===== config.mk =====
export PLATFORM = sky130hd
export DESIGN_NAME = spmv_multiplier_flat
export DESIGN_NICKNAME = d
export VERILOG_FILES = /design/src/rtl/spmv_multiplier_if.sv /design/src/rtl/spmv_multiplier.sv /design/src/flat_wrapper.sv
export SDC_FILE = /design/constraint.sdc
export NUM_CORES = 1
export LEC_CHECK = 0
export CAP_MARGIN = 5
export CORE_AREA = 5 5 154 185
export DETAILED_ROUTE_END_ITERATION = 8
export DIE_AREA = 0 0 159 190
export GPL_TIMING_DRIVEN = 0
export MAX_ROUTING_LAYER = met4
export PLACE_DENSITY = 0.79
export SLEW_MARGIN = 20
export SYNTH_ARGS = -nofsm -noshare
export SYNTH_HDL_FRONTEND = slang
export SYNTH_SLANG_ARGS = --single-unit

===== constraint.sdc =====
create_clock -name Clk -period 7.75 [get_ports Clk]
set_clock_uncertainty 0.15 [all_clocks]
set_input_delay 1.55 -clock Clk [delete_from_list [all_inputs] [get_ports Clk]]
set_output_delay 1.55 -clock Clk [all_outputs]
set_load 0.03 [all_outputs]

===== src/rtl/spmv_multiplier_if.sv =====
// spmv_multiplier_if: input FIFOs, vector RAM, output FIFOs and status of the SpMV multiplier
interface spmv_multiplier_if #(
  parameter int VAL_BITS  = 16,
  parameter int COL_BITS  = 10,
  parameter int ROW_BITS  = 10,
  parameter int MULT_BITS = 32
);
  logic [VAL_BITS-1:0]  val_out;
  logic                 val_empty;
  logic                 val_rd_en;
  logic [COL_BITS-1:0]  col_out;
  logic                 col_empty;
  logic                 col_rd_en;
  logic [ROW_BITS-1:0]  row_out;
  logic                 row_empty;
  logic                 row_rd_en;
  logic [COL_BITS-1:0]  vec_addr;
  logic [VAL_BITS-1:0]  vec_data;
  logic [MULT_BITS-1:0] mult_din;
  logic                 mult_wr_en;
  logic                 mult_afull;
  logic [ROW_BITS-1:0]  row_id_din;
  logic                 row_id_wr_en;
  logic                 row_id_afull;
  logic [31:0]          nnz_count;
  logic                 busy;
  modport master (
    input  val_out, val_empty, col_out, col_empty, row_out, row_empty,
           vec_data, mult_afull, row_id_afull,
    output val_rd_en, col_rd_en, row_rd_en, vec_addr, mult_din, mult_wr_en,
           row_id_din, row_id_wr_en, nnz_count, busy
  );
  modport slave (
    output val_out, val_empty, col_out, col_empty, row_out, row_empty,
           vec_data, mult_afull, row_id_afull,
    input  val_rd_en, col_rd_en, row_rd_en, vec_addr, mult_din, mult_wr_en,
           row_id_din, row_id_wr_en, nnz_count, busy
  );
endinterface


===== src/rtl/spmv_multiplier.sv =====
// spmv_multiplier: pops (val,col,row) nonzeros, multiplies val by x[col], pushes product+row 3 cycles later; MULT_SIGNED_EN selects a signed multiply
module spmv_multiplier #(
  parameter int VAL_BITS  = 16,
  parameter int COL_BITS  = 10,
  parameter int ROW_BITS  = 10,
  parameter int MULT_BITS = 32
) (
  input logic Clk,
  input logic Reset,
  spmv_multiplier_if.master bus
);
  logic                  pop, v1, v2, wr;
  logic [VAL_BITS-1:0]   val1, val2;
  logic [ROW_BITS-1:0]   row1, row2;
  logic [2*VAL_BITS-1:0] prod;
  logic [MULT_BITS-1:0]  prod_ext;
  logic [31:0]           nnz;
`ifdef MULT_SIGNED_EN
  assign prod = {{VAL_BITS{val2[VAL_BITS-1]}}, val2} * {{VAL_BITS{bus.vec_data[VAL_BITS-1]}}, bus.vec_data};
  assign prod_ext = MULT_BITS'($signed(prod));
`else
  assign prod = {{VAL_BITS{1'b0}}, val2} * {{VAL_BITS{1'b0}}, bus.vec_data};
  assign prod_ext = MULT_BITS'(prod);
`endif
  // Empty flags look ahead over the pop in progress, so a registered pop never underflows
  always_ff @(posedge Clk) begin
    if (Reset) begin
      pop            <= 1'b0;
      v1             <= 1'b0;
      v2             <= 1'b0;
      wr             <= 1'b0;
      val1           <= '0;
      val2           <= '0;
      row1           <= '0;
      row2           <= '0;
      nnz            <= '0;
      bus.vec_addr   <= '0;
      bus.mult_din   <= '0;
      bus.row_id_din <= '0;
    end else begin
      pop <= ~(bus.val_empty | bus.col_empty | bus.row_empty | bus.mult_afull | bus.row_id_afull);
      v1  <= pop;
      v2  <= v1;
      wr  <= v2;
      nnz <= nnz + {31'd0, wr};
      bus.vec_addr   <= pop ? bus.col_out : bus.vec_addr;
      val1           <= pop ? bus.val_out : val1;
      row1           <= pop ? bus.row_out : row1;
      val2           <= v1 ? val1 : val2;
      row2           <= v1 ? row1 : row2;
      bus.mult_din   <= v2 ? prod_ext : bus.mult_din;
      bus.row_id_din <= v2 ? row2 : bus.row_id_din;
    end
  end
  assign bus.val_rd_en    = pop;
  assign bus.col_rd_en    = pop;
  assign bus.row_rd_en    = pop;
  assign bus.mult_wr_en   = wr;
  assign bus.row_id_wr_en = wr;
  assign bus.nnz_count    = nnz;
  assign bus.busy         = pop | v1 | v2 | wr;
endmodule

===== src/flat_wrapper.sv =====
// flat-port wrapper written by rule: the top's interface ports become plain ports
module spmv_multiplier_flat 
#(
  parameter int VAL_BITS  = 16,
  parameter int COL_BITS  = 10,
  parameter int ROW_BITS  = 10,
  parameter int MULT_BITS = 32
)
  (Clk, Reset, bus_val_out, bus_val_empty, bus_col_out, bus_col_empty, bus_row_out, bus_row_empty, bus_vec_data, bus_mult_afull, bus_row_id_afull, bus_val_rd_en, bus_col_rd_en, bus_row_rd_en, bus_vec_addr, bus_mult_din, bus_mult_wr_en, bus_row_id_din, bus_row_id_wr_en, bus_nnz_count, bus_busy);
  spmv_multiplier_if #(.VAL_BITS(VAL_BITS), .COL_BITS(COL_BITS), .ROW_BITS(ROW_BITS), .MULT_BITS(MULT_BITS)) bus_i ();
  input logic Clk;
  input logic Reset;
  input wire logic [$bits(bus_i.val_out)-1:0] bus_val_out;
  input wire logic [$bits(bus_i.val_empty)-1:0] bus_val_empty;
  input wire logic [$bits(bus_i.col_out)-1:0] bus_col_out;
  input wire logic [$bits(bus_i.col_empty)-1:0] bus_col_empty;
  input wire logic [$bits(bus_i.row_out)-1:0] bus_row_out;
  input wire logic [$bits(bus_i.row_empty)-1:0] bus_row_empty;
  input wire logic [$bits(bus_i.vec_data)-1:0] bus_vec_data;
  input wire logic [$bits(bus_i.mult_afull)-1:0] bus_mult_afull;
  input wire logic [$bits(bus_i.row_id_afull)-1:0] bus_row_id_afull;
  output wire logic [$bits(bus_i.val_rd_en)-1:0] bus_val_rd_en;
  output wire logic [$bits(bus_i.col_rd_en)-1:0] bus_col_rd_en;
  output wire logic [$bits(bus_i.row_rd_en)-1:0] bus_row_rd_en;
  output wire logic [$bits(bus_i.vec_addr)-1:0] bus_vec_addr;
  output wire logic [$bits(bus_i.mult_din)-1:0] bus_mult_din;
  output wire logic [$bits(bus_i.mult_wr_en)-1:0] bus_mult_wr_en;
  output wire logic [$bits(bus_i.row_id_din)-1:0] bus_row_id_din;
  output wire logic [$bits(bus_i.row_id_wr_en)-1:0] bus_row_id_wr_en;
  output wire logic [$bits(bus_i.nnz_count)-1:0] bus_nnz_count;
  output wire logic [$bits(bus_i.busy)-1:0] bus_busy;
  assign bus_i.val_out = bus_val_out;
  assign bus_i.val_empty = bus_val_empty;
  assign bus_i.col_out = bus_col_out;
  assign bus_i.col_empty = bus_col_empty;
  assign bus_i.row_out = bus_row_out;
  assign bus_i.row_empty = bus_row_empty;
  assign bus_i.vec_data = bus_vec_data;
  assign bus_i.mult_afull = bus_mult_afull;
  assign bus_i.row_id_afull = bus_row_id_afull;
  assign bus_val_rd_en = bus_i.val_rd_en;
  assign bus_col_rd_en = bus_i.col_rd_en;
  assign bus_row_rd_en = bus_i.row_rd_en;
  assign bus_vec_addr = bus_i.vec_addr;
  assign bus_mult_din = bus_i.mult_din;
  assign bus_mult_wr_en = bus_i.mult_wr_en;
  assign bus_row_id_din = bus_i.row_id_din;
  assign bus_row_id_wr_en = bus_i.row_id_wr_en;
  assign bus_nnz_count = bus_i.nnz_count;
  assign bus_busy = bus_i.busy;
  spmv_multiplier #(.VAL_BITS(VAL_BITS), .COL_BITS(COL_BITS), .ROW_BITS(ROW_BITS), .MULT_BITS(MULT_BITS)) u_core (.Clk(Clk), .Reset(Reset), .bus(bus_i));
endmodule

==> results.txt, run 1 <==
Flow results are below.

- The number of levels the H-tree was split into is 4, for reference.
- The final max-slew violation count recorded for this run is 0.
- The synthesized flop and latch total is 140, for reference.
- The switching share of power is 0.244, for reference.
- The script parses the final routing iteration and logs DRC violations as 0.
- Endpoints failing hold in the final report were tallied at 0.
- The worst register-to-register path begins at u_core.val2[5]$_SDFFE_PP0P_.
- The maximum buffer depth of the clock tree is 2, for reference.
- The cell-mix breakdown from Yosys lists the simple-gate area share as 0.186.
- The run finished with clean final reports.
- The path category of the worst min-delay check is register to register, for reference.
- The post-place setup slack is -1.04 ns, for reference.
- The count of cells along the worst hold path is 2, for reference.
- The die outline width is 159 um, for reference.
- The setup total negative slack is 0 ns, for reference.
- The stage logs contain a warning count of 26.
- The analysis attributes to net switching a power of 385 uW.
- The layout cell share with drive strength beyond 1 is 0.0388, for reference.
- The maximum fanout encountered on the critical timing path is 10, for reference.
- The destination of the worst hold path is u_core.bus.mult_din[0]$_SDFFE_PP0P_, for reference.
- The complex-gate fraction of the synthesized area is 0.0598, for reference.
- The wire length of the first global-routing pass is 61.8 mm, for reference.
- The placement summary gives the final routability congestion estimate as 0.964.
- The post-synthesis xor/xnor area fraction is 0.0254, for reference.
- In the floorplan report the effective utilization is 0.517.
==> run 1: state kept, by name (all words and copies together), names as in the netlist <==
| register | flops |
|---|---|
| u_core.bus.mult_din | 32 |
| u_core.bus.nnz_count | 32 |
| u_core.val1 | 16 |
| u_core.val2 | 16 |
| u_core.bus.row_id_din | 10 |
| u_core.bus.vec_addr | 10 |
| u_core.row1 | 10 |
| u_core.row2 | 10 |
| u_core.bus.col_rd_en | 1 |
| u_core.bus.mult_wr_en | 1 |
| u_core.v1 | 1 |
| u_core.v2 | 1 |
==> run 1: power by group through the flow <==
stage	logic, mW	registers [mW]	clock network [mW]
floorplan	0.0257	0.739	0
global placement	0.0818	0.738	0
detailed placement	0.0826	0.738	0
CTS	0.0843	0.722	0.775
global route	0.0893	0.722	0.809
finish	0.0851	0.722	0.770
==> run 1: final cells by class <==
| class | instances | area, um^2 |
|---|---|---|
| Multi-Input combinational cell | 1094 | 9810 |
| Clock inverter | 12 | 88.8 |
| Sequential cell | 140 | 2800 |
| Tap cell | 340 | 425 |
| Fill cell | 2290 | 10400 |
| Buffer | 74 | 348 |
| Clock buffer | 20 | 467 |
| Timing Repair Buffer | 148 | 1470 |
| Inverter | 237 | 890 |
==> run 1: layer usage <==
metal  wire (um)  vias to the layer above  part of all wire  GRT usage
li1            -                     5195                 -          -
met1       14700                     5542              0.39      0.292
met2       18700                      416              0.49      0.447
met3        2530                      113             0.066     0.0553
met4        2250                        0             0.059      0.137
met5           0                        -                 0          -
==> run 1: cells in the mapped netlist (all sizes together) (2+ instances only) <==
master | number | area, um^2
a211o | 4 | 35.0
o32ai | 2 | 17.5
o211ai | 2 | 15.0
ha | 106 | 1330
and4 | 2 | 17.5
a31oi | 2 | 12.5
nor4 | 3 | 18.8
and3 | 11 | 68.8
or3 | 14 | 87.6
dfxtp | 140 | 2800
nor3 | 14 | 70.1
o21ai | 31 | 155
a32o | 2 | 20.0
nand4b | 2 | 17.5
a211oi | 4 | 30.0
o21a | 2 | 15.0
xnor2 | 20 | 175
buf | 11 | 53.8
a21oi | 48 | 244
and2 | 126 | 788
o22ai | 5 | 31.3
nand3 | 25 | 125
clkbuf | 66 | 248
nor2b | 6 | 37.5
mux2i | 84 | 841
o21bai | 4 | 30.0
inv | 237 | 890
nand4 | 10 | 62.6
nor2 | 132 | 495
nand2 | 183 | 687
xor2 | 20 | 175
a311oi | 2 | 17.5
or4 | 5 | 41.3
a21o | 10 | 75.1
fa | 194 | 3880
nand3b | 3 | 22.5
==> run 1: worst min-delay path: cells and delay by family (launching register included) <==
kind | cells | cell delay [ns]
compound gates | 1 | 0.05
flops | 1 | 0.31
simple gates | 1 | 0.06
==> run 1: what timing repair did <==
action | in CTS | in global routing
cloned | 0 | 0
resized | 44 | 24
endpoints found under the setup margin | 11 | 4
pin swaps | 0 | 1
buffers inserted | 0 | 1
hold buffers | 0 | 0
run_1/metal_stack.png
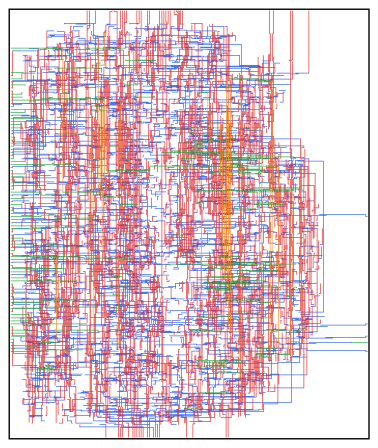
red -> met2  # wire length 18,700 um
orange -> met4  # wire length 2,250 um
green -> met3  # wire length 2,530 um
blue -> met1  # wire length 14,700 um
total length of routed wires: 38.2 mm
Via Count: 11,300
total global-route track usage: 0.263
routed len/inst: 18.5 um

run_1/met3.png
Scale bar: 50 um.
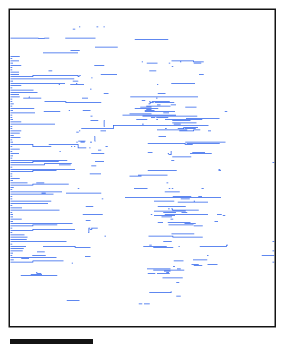
main direction = horizontal
nets with wire on the layer = 203
wire length on this layer = 2,530 um
longest straight run = 57.5 um

run_1/final_placement.png
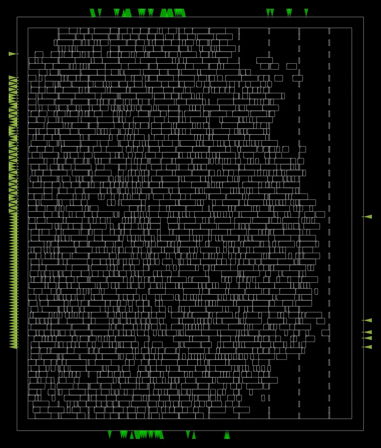
well tap count: 340
floorplan row count: 66

run_1/zoom.png
Window x 60 to 100, y 37 to 77 um. Cells in gray, sequential cells in the stronger gray; small squares are vias.
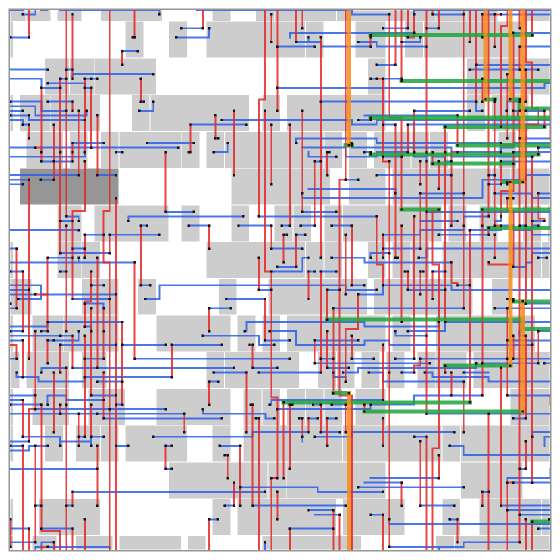
blue -> met1
red -> met2
green -> met3
orange -> met4
netlist names of flops here include = u_core.bus.mult_din (1)
sequential cells in the window = 1
most frequent = inv_1 (31), fa_1 (22), nand2_1 (20)
cells with their middle in the window = 113

run_1/clock_map.png
Scale bar: 50 um.
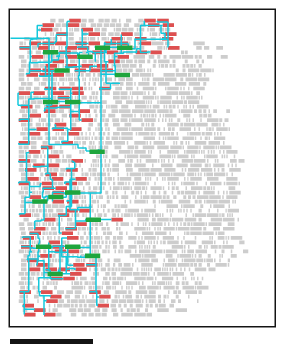

--- run 2 (diff from run 1) ---
--- a/config.mk
+++ b/config.mk
@@ -7,11 +7,12 @@
 export LEC_CHECK = 0
 export CAP_MARGIN = 5
 export CORE_AREA = 5 5 154 185
+export CTS_CLUSTER_DIAMETER = 30
 export DETAILED_ROUTE_END_ITERATION = 8
 export DIE_AREA = 0 0 159 190
 export GPL_TIMING_DRIVEN = 0
 export MAX_ROUTING_LAYER = met4
-export PLACE_DENSITY = 0.79
+export PLACE_DENSITY = 0.89
 export SLEW_MARGIN = 20
 export SYNTH_ARGS = -nofsm -noshare
 export SYNTH_HDL_FRONTEND = slang
run_2/clock_map.png
Scale bar: 50 um.
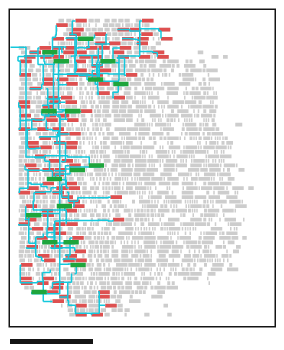
cyan -> clock wires  # length 1,810 um
green -> cells driving clock nets  # count 17
red -> flip-flops  # count 140
routed clock nets = 18

run_2/zoom.png
Window x 60 to 100, y 37 to 77 um. Cells in gray, sequential cells in the stronger gray; small squares are vias.
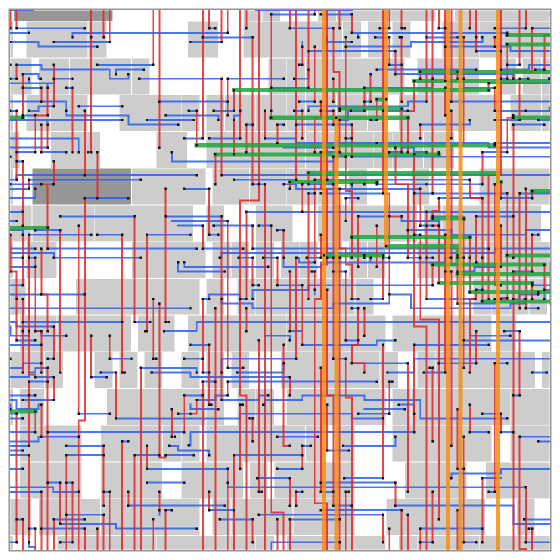
green -> met3
red -> met2
blue -> met1
orange -> met4
sequential cells in the window = 1
netlist names of flops here include = u_core.bus.mult_din (1)
most frequent = inv_1 (34), fa_1 (24), nand2_1 (22)
cells with their middle in the window = 137

==> results.txt, run 2 <==
Flow results are below.

- Result of the run: complete, no violations (unchanged).
- The detail-routed net length per standard cell is 19.2 um (was 18.5 um), for reference.
- The routing layer with the top usage in global route is met2 (unchanged).
- The maximum fanout encountered on the critical timing path was 10 (unchanged).
- The path category of the worst min-delay check is register to register (unchanged), for reference.
- The residual DRC count is 0 (unchanged), for reference.
- The buffers inserted during post-CTS setup optimization came to 0 (unchanged).
- The total length of routed met2 wires is 19.7 mm (was 18.7 mm), for reference.
- The multi-input logic area was 0.00983 mm^2 (was 0.00981 mm^2).
- The number of hold-slack violations in the final timing report was 0 (unchanged).
- The synthesized flop and latch total is 140 (unchanged), for reference.
- The placer congestion estimate is 0.992 (was 0.964).
- The met3 usage came to 0.0574 (was 0.0553).
- The maximum buffer depth of the clock tree is 2 (unchanged), for reference.
- The layout filler cell count is 2,122 (was 2,290).
- The total detailed-routing wirelength came to 39.6 mm (was 38.2 mm).
- The routed via count is 11,500 (was 11,300), for reference.
- The total of hold buffers inserted after clock tree synthesis was 0 (unchanged).
- Top post-synthesis cells by area: sky130_fd_sc_hd__fa_1, sky130_fd_sc_hd__dfxtp_1, sky130_fd_sc_hd__ha_1 (unchanged).
- The wire length of the first global-routing pass is 64.0 mm (was 61.8 mm), for reference.
- The number of warnings the tools reported is 26 (unchanged), for reference.
- The layout cell share with drive strength beyond 1 is 0.0389 (was 0.0388), for reference.
- The total count of max-transition violations in the final report is 0 (unchanged), for reference.
- The peak ir drop on the vdd network came to 0.000172 V (was 0.000185 V).
- The floorplan core density came to 0.517 (unchanged).
- The fraction of met1 tracks used by global routing is 0.302 (was 0.292), for reference.
- The overall track demand over capacity in global routing is 0.273 (was 0.263).
- The die outline width is 159 um (unchanged), for reference.
- The global-route track usage on met2 came to 0.463 (was 0.447).
- The routed metal-1 wire length is 15.0 mm (was 14.7 mm).
- The dominant cell by count in the synthesized netlist is sky130_fd_sc_hd__inv_1 (unchanged).
- Ranking of synthesized cells by instance count: sky130_fd_sc_hd__inv_1, sky130_fd_sc_hd__fa_1, sky130_fd_sc_hd__nand2_1, sky130_fd_sc_hd__dfxtp_1, sky130_fd_sc_hd__nor2_1 (unchanged).
- The number of levels the H-tree was split into is 4 (unchanged), for reference.
==> run 2: report_power, final <==
group          leakage, nW  internal [mW]  switching (mW)
sequential            1.13          0.721         0.00100
combinational         5.90         0.0346          0.0516
clock                0.286          0.462           0.352
==> run 2: per-stage QoR <==
| step | setup slack, ns | power (mW) | setup TNS (ns) | hold WS (ns) | area, um^2 |
|---|---|---|---|---|---|
| 2_1_floorplan | 0.342 | 0.764 | 0 | 0.310 | 13800 |
| 3_3_place_gp | -0.953 | 0.820 | -7.49 | 0.305 | 15700 |
| 3_5_place_dp | -1.04 | 0.821 | -9.26 | 0.312 | 15700 |
| 4_1_cts | 0.00927 | 1.63 | 0 | 0.332 | 16300 |
| 5_1_grt | 0.00941 | 1.66 | 0 | 0.354 | 16400 |
| 6_report | 0.142 | 1.62 | 0 | 0.329 | 16400 |
==> run 2: worst reg2reg max path: stages (launching register included) <==
cell	delay [ns]
sky130_fd_sc_hd__dfxtp_1	0.63
sky130_fd_sc_hd__clkbuf_1	0.61
sky130_fd_sc_hd__nand2_1	0.16
sky130_fd_sc_hd__fa_1	0.53
sky130_fd_sc_hd__inv_1	0.06
sky130_fd_sc_hd__fa_1	0.50
sky130_fd_sc_hd__inv_1	0.05
sky130_fd_sc_hd__fa_1	0.53
sky130_fd_sc_hd__inv_1	0.05
sky130_fd_sc_hd__fa_1	0.45
sky130_fd_sc_hd__fa_1	0.49
sky130_fd_sc_hd__inv_1	0.06
sky130_fd_sc_hd__fa_1	0.54
sky130_fd_sc_hd__inv_1	0.06
sky130_fd_sc_hd__ha_2	0.39
sky130_fd_sc_hd__nand4_1	0.13
sky130_fd_sc_hd__o221a_1	0.24
sky130_fd_sc_hd__o31a_1	0.15
sky130_fd_sc_hd__or4_4	0.51
sky130_fd_sc_hd__a21oi_4	0.18
sky130_fd_sc_hd__nor3_1	0.08
sky130_fd_sc_hd__or4_1	0.50
==> run 2: final timing paths <==
check	start	to	slack [ns]
setup / recovery	bus_vec_data[14]	u_core.bus.mult_din[30]$_SDFFE_PP0P_	0.14
hold / removal	u_core.bus.mult_din[14]$_SDFFE_PP0P_	u_core.bus.mult_din[14]$_SDFFE_PP0P_	0.33
setup reg to reg	u_core.val2[5]$_SDFFE_PP0P_	u_core.bus.mult_din[31]$_SDFFE_PP0P_	0.55
hold reg to reg	u_core.bus.mult_din[14]$_SDFFE_PP0P_	u_core.bus.mult_din[14]$_SDFFE_PP0P_	0.33
==> run 2: kinds of logic after synthesis <==
| group | count (synthesis) | share of synthesized area |
|---|---|---|
| xor gates and xnor gates | 40 | 0.0254 |
| AOI/OAI and AO/OA | 131 | 0.0598 |
| adders and majority gates | 300 | 0.378 |
| buffers and inverters | 314 | 0.0864 |
| and+or+nand+nor | 539 | 0.186 |
| muxes | 84 | 0.0610 |
| DFF | 140 | 0.203 |
==> run 2: final cells by class <==
type / count / share of cell area
antenna: 1 / 0.000153
buffer: 73 / 0.0215
clock buffer: 18 / 0.0269
clock inverter: 14 / 0.00903
inverter: 237 / 0.0544
multi-input combinational: 1094 / 0.601
sequential: 140 / 0.171
tap: 340 / 0.0260
timing repair buffer: 148 / 0.0899
Power figures rest on the tool's default switching activity, not on a simulated workload.
